[src/rtl/ncl_request_controller.sv]
// Dual-rail request decoder for the datapath sequencer. Decodes PH0/PH1/Rd/Ld
// into compute (R_c) and memory (R_m) requests, following NULL/DATA wavefront
// discipline: latch on a complete DATA set, release on a complete NULL set.
module ncl_request_controller (
  input  logic clk,
  input  logic rst_n,
  input  logic PH0_t,
  input  logic PH0_f,
  input  logic PH1_t,
  input  logic PH1_f,
  input  logic Rd_t,
  input  logic Rd_f,
  input  logic Ld_t,
  input  logic Ld_f,
  output logic R_c_t,
  output logic R_c_f,
  output logic R_m_t,
  output logic R_m_f,
  output logic ko,
  output logic err
);

  typedef enum logic [0:0] {StWaitData, StWaitNull} state_e;

  state_e     state_q, state_d;
  logic       rc_q, rc_d;
  logic       rm_q, rm_d;
  logic       err_q, err_d;
  logic [1:0] rst_sync_q;
  logic       run;

  logic [3:0] t_rails, f_rails;
  logic       illegal, all_null, complete;
  logic       dec_rc, dec_rm;

  // Rails ordered {PH0, PH1, Rd, Ld}
  assign t_rails = {PH0_t, PH1_t, Rd_t, Ld_t};
  assign f_rails = {PH0_f, PH1_f, Rd_f, Ld_f};

  // Input set classification; a pair is DATA exactly when its rails differ,
  // so an ILLEGAL pair can never make the set complete.
  assign illegal  = |(t_rails & f_rails);
  assign all_null = ~|(t_rails | f_rails);
  assign complete = &(t_rails ^ f_rails);

  // Request decode on the true rails (only meaningful when complete)
  assign dec_rm = t_rails[3] | (t_rails[2] & t_rails[0]);
  assign dec_rc = ~t_rails[3] & t_rails[2] & t_rails[1];

  // Reset release synchronizer: assert async, deassert after two clk edges
  always_ff @(posedge clk or negedge rst_n) begin
    if (!rst_n) begin
      rst_sync_q <= 2'b00;
    end else begin
      rst_sync_q <= {rst_sync_q[0], 1'b1};
    end
  end

  assign run = rst_sync_q[1];

  // State and output registers
  always_ff @(posedge clk or negedge rst_n) begin
    if (!rst_n) begin
      state_q <= StWaitData;
      rc_q    <= 1'b0;
      rm_q    <= 1'b0;
      err_q   <= 1'b0;
    end else begin
      state_q <= state_d;
      rc_q    <= rc_d;
      rm_q    <= rm_d;
      err_q   <= err_d;
    end
  end

  // Next-state: latch decode on complete DATA, release on all NULL
  always_comb begin
    state_d = state_q;
    rc_d    = rc_q;
    rm_d    = rm_q;
    err_d   = 1'b0;
    if (run) begin
      err_d = illegal;
      unique case (state_q)
        StWaitData: begin
          if (complete) begin
            state_d = StWaitNull;
            rc_d    = dec_rc;
            rm_d    = dec_rm;
          end
        end
        StWaitNull: begin
          // New DATA or partial sets are ignored until a full NULL returns
          if (all_null) begin
            state_d = StWaitData;
            rc_d    = 1'b0;
            rm_d    = 1'b0;
          end
        end
        default: state_d = StWaitData;
      endcase
    end
  end

  // Outputs: "no request" is signalled by NULL, so false rails stay low
  always_comb begin
    R_c_t = rc_q;
    R_c_f = 1'b0;
    R_m_t = rm_q;
    R_m_f = 1'b0;
    ko    = (state_q == StWaitData);
    err   = err_q;
  end

endmodule

[config.mk]
export PLATFORM = sky130hd
export DESIGN_NAME = ncl_request_controller
export DESIGN_NICKNAME = d
export VERILOG_FILES = /design/src/rtl/ncl_request_controller.sv
export SDC_FILE = /design/constraint.sdc
export NUM_CORES = 1
export LEC_CHECK = 0
export CORE_AREA = 3 3 40 42
export DETAILED_ROUTE_END_ITERATION = 12
export DIE_AREA = 0 0 43 45
export MAX_ROUTING_LAYER = met4
export PLACE_DENSITY_LB_ADDON = 0.05
export SLEW_MARGIN = 10
export SYNTH_ARGS = -nofsm -noshare
export SYNTH_HDL_FRONTEND = slang
export SYNTH_SLANG_ARGS = --single-unit
[constraint.sdc]
create_clock -name clk -period 0.9 [get_ports clk]
set_input_delay 0.225 -clock clk [delete_from_list [all_inputs] [get_ports clk]]
set_output_delay 0.225 -clock clk [all_outputs]
set_load 0.005 [all_outputs]
Figure 1. Cell area per tile.
(8 px per um) 9 x 9 tiles, from black (low) to pale yellow (high), 0 to 100% covered.
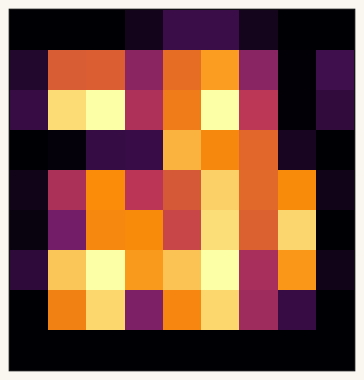
The mean over all tiles is 39%. The fullest tile reaches 100%. 27% of the tiles are nearly empty. The densest ninth of the die: centre.
Final Core Density: 59.5%
Placeable Area: 0.00128 sq mm
Pre-Place Util: 31.7%

Figure 2. Placed cells, one colour a class.
(6 px per um)
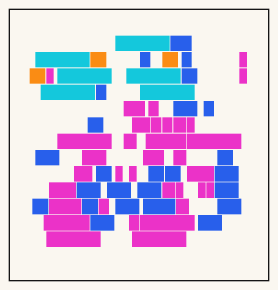
all other logic: shown in magenta, cells 34. other buffers and delay cells: shown in blue, cells 25. cells driving clock nets: shown in orange, cells 3. flip-flops: shown in cyan, cells 6.
row count: 13
sequential fraction of total cell area: 19.6%

==> flow_summary.rst <==
Run summary
-----------

.. list-table::
   :header-rows: 1

   * - Metric
     - Value
   * - Run status
     - complete, but fails checks
   * - Failing checks
     - setup timing
   * - Non-clock buffer share
     - 30.0%
   * - Final Worst Setup Slack
     - -158 ps
   * - Mapped cell area
     - 408 sq um
   * - Top logic cells by instance count in the layout
     - 11 x sky130_fd_sc_hd__buf_6, 8 x sky130_fd_sc_hd__buf_4, 6 x sky130_fd_sc_hd__dfrtp_1
   * - Placed Cells
     - 76
   * - Final Instance Count excl. Fillers
     - 83
   * - Total routing usage reported by global routing
     - 12.9%
   * - Portion of the clock cycle consumed by the worst path in the final layout
     - 118%
   * - Clock latency reported for the late side of the worst-skew pair
     - 240 ps
   * - HPWL after detailed placement
     - 800 um
   * - Final setup violation count
     - 8
   * - Yosys top cell by area
     - sky130_fd_sc_hd__dfrtp_1
   * - Combinational logic power
     - 0.410 mW
   * - Adder-cell share of the synthesized area
     - 24.5%
   * - Data required time at the worst endpoint
     - 1060 ps
   * - Initial antenna violation count
     - 0
   * - Cts bufs inserted
     - 3
   * - Largest area class, layout
     - combinational gates
   * - Crit start category
     - flip-flop
   * - Synth Flop Type
     - sky130_fd_sc_hd__dfrtp_1
   * - Number of tapcells
     - 15
   * - Final sum of negative setup slack
     - -612 ps
   * - Signal arrival time at the worst endpoint
     - 1210 ps
   * - Final non-filler cell area
     - 764 sq um
   * - Leading post-synthesis cells by cell area
     - sky130_fd_sc_hd__dfrtp_1 37%, sky130_fd_sc_hd__ha_1 25%, sky130_fd_sc_hd__inv_1 8.3%, sky130_fd_sc_hd__mux2i_1 4.9%, sky130_fd_sc_hd__buf_4 3.7%
   * - Drt wl/cell
     - 12.1 um
   * - Clock buf/inv share
     - 2.95%
   * - Area of the multi-input gates
     - 293 sq um
   * - Power attributed to sequential cells
     - 0.365 mW
   * - Mux area share
     - 4.91%
   * - Non-clock buffer instance count of the final layout
     - 25
   * - WL met2
     - 555 um
   * - Post-cts resize count
     - 64
   * - Highest-delay cell along the critical path
     - sky130_fd_sc_hd__dfrtp_1
   * - Post-route ant nets
     - 0
   * - Critical register-to-register path startpoint
     - state_q
   * - Met1 wire length
     - 389 um
   * - Final Max Slew Viols
     - 0
   * - Number of inverters outside the clock class in the layout
     - 9
   * - First-pass detailed-route iteration total
     - 4
   * - Leading cell types by count after synthesis
     - 9 x sky130_fd_sc_hd__inv_1, 8 x sky130_fd_sc_hd__ha_1, 6 x sky130_fd_sc_hd__dfrtp_1
   * - Yosys warning count
     - 0
   * - Tool Warnings
     - 33
   * - Design internal power
     - 0.726 mW
   * - Share of the synthesized netlist area taken by xor and xnor gates
     - 0%
   * - Global placer's final weighted congestion
     - 0.741
   * - H-Tree Depth
     - 1
   * - Top logic cell by instance count in the layout
     - sky130_fd_sc_hd__buf_6
   * - Grt met1 use
     - 13.2%
   * - Most flop-heavy register
     - rst_sync_q
   * - WL met3
     - 62 um
   * - Wire length of the first global-routing pass
     - 1770 um
   * - Violation count after the first detailed-route iteration
     - 10
   * - Post-place instance area
     - 686 sq um
   * - Part of the total power dissipated in sequential elements
     - 36.3%
   * - Seq/Total Area, Yosys
     - 36.8%
   * - Number of clock buffer instances in the layout
     - 3
   * - HP Class
     - in -> async
   * - Area used by sequential logic in the layout
     - 150 sq um
   * - Simple-gate portion of the synthesized area
     - 11.0%
   * - Die Y
     - 45 um
   * - Root Buffer
     - sky130_fd_sc_hd__clkbuf_4
   * - Power density relative to cell area
     - 1320 mW/mm^2
   * - CP delay by family, top
     - flip-flops
   * - Quantity of I/O buffers inserted on ports
     - 13
   * - Final hold violations
     - 0
   * - CTS tree
     - built
   * - Power, Total
     - 1.01 mW
   * - Number of primary I/O pins
     - 16
   * - M2 GR Usage
     - 24.9%
   * - Setup Slack @ Placement
     - -969 ps
   * - Final worst clock skew
     - 4.74 ps
   * - Area reported by Yosys stat
     - 408 sq um
   * - Number of hold buffers added after CTS
     - 0
   * - Instance tally after logic synthesis
     - 41
   * - Clock network power
     - 0.231 mW
   * - Flip-flop and latch count after synthesis
     - 6
   * - Critical path, cell by cell
     - buf_6 -> nor3b_4 -> mux2i_1
   * - Post-CTS Setup Bufs
     - 4
Figure 3. Metal layers overlaid.
(6 px per um)
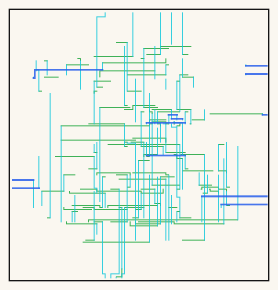
met2: shown in cyan, wire length 556 um. met3: shown in blue, wire length 62.8 um. met1: shown in green, wire length 390 um.

Power and IR drop assume default switching activity.
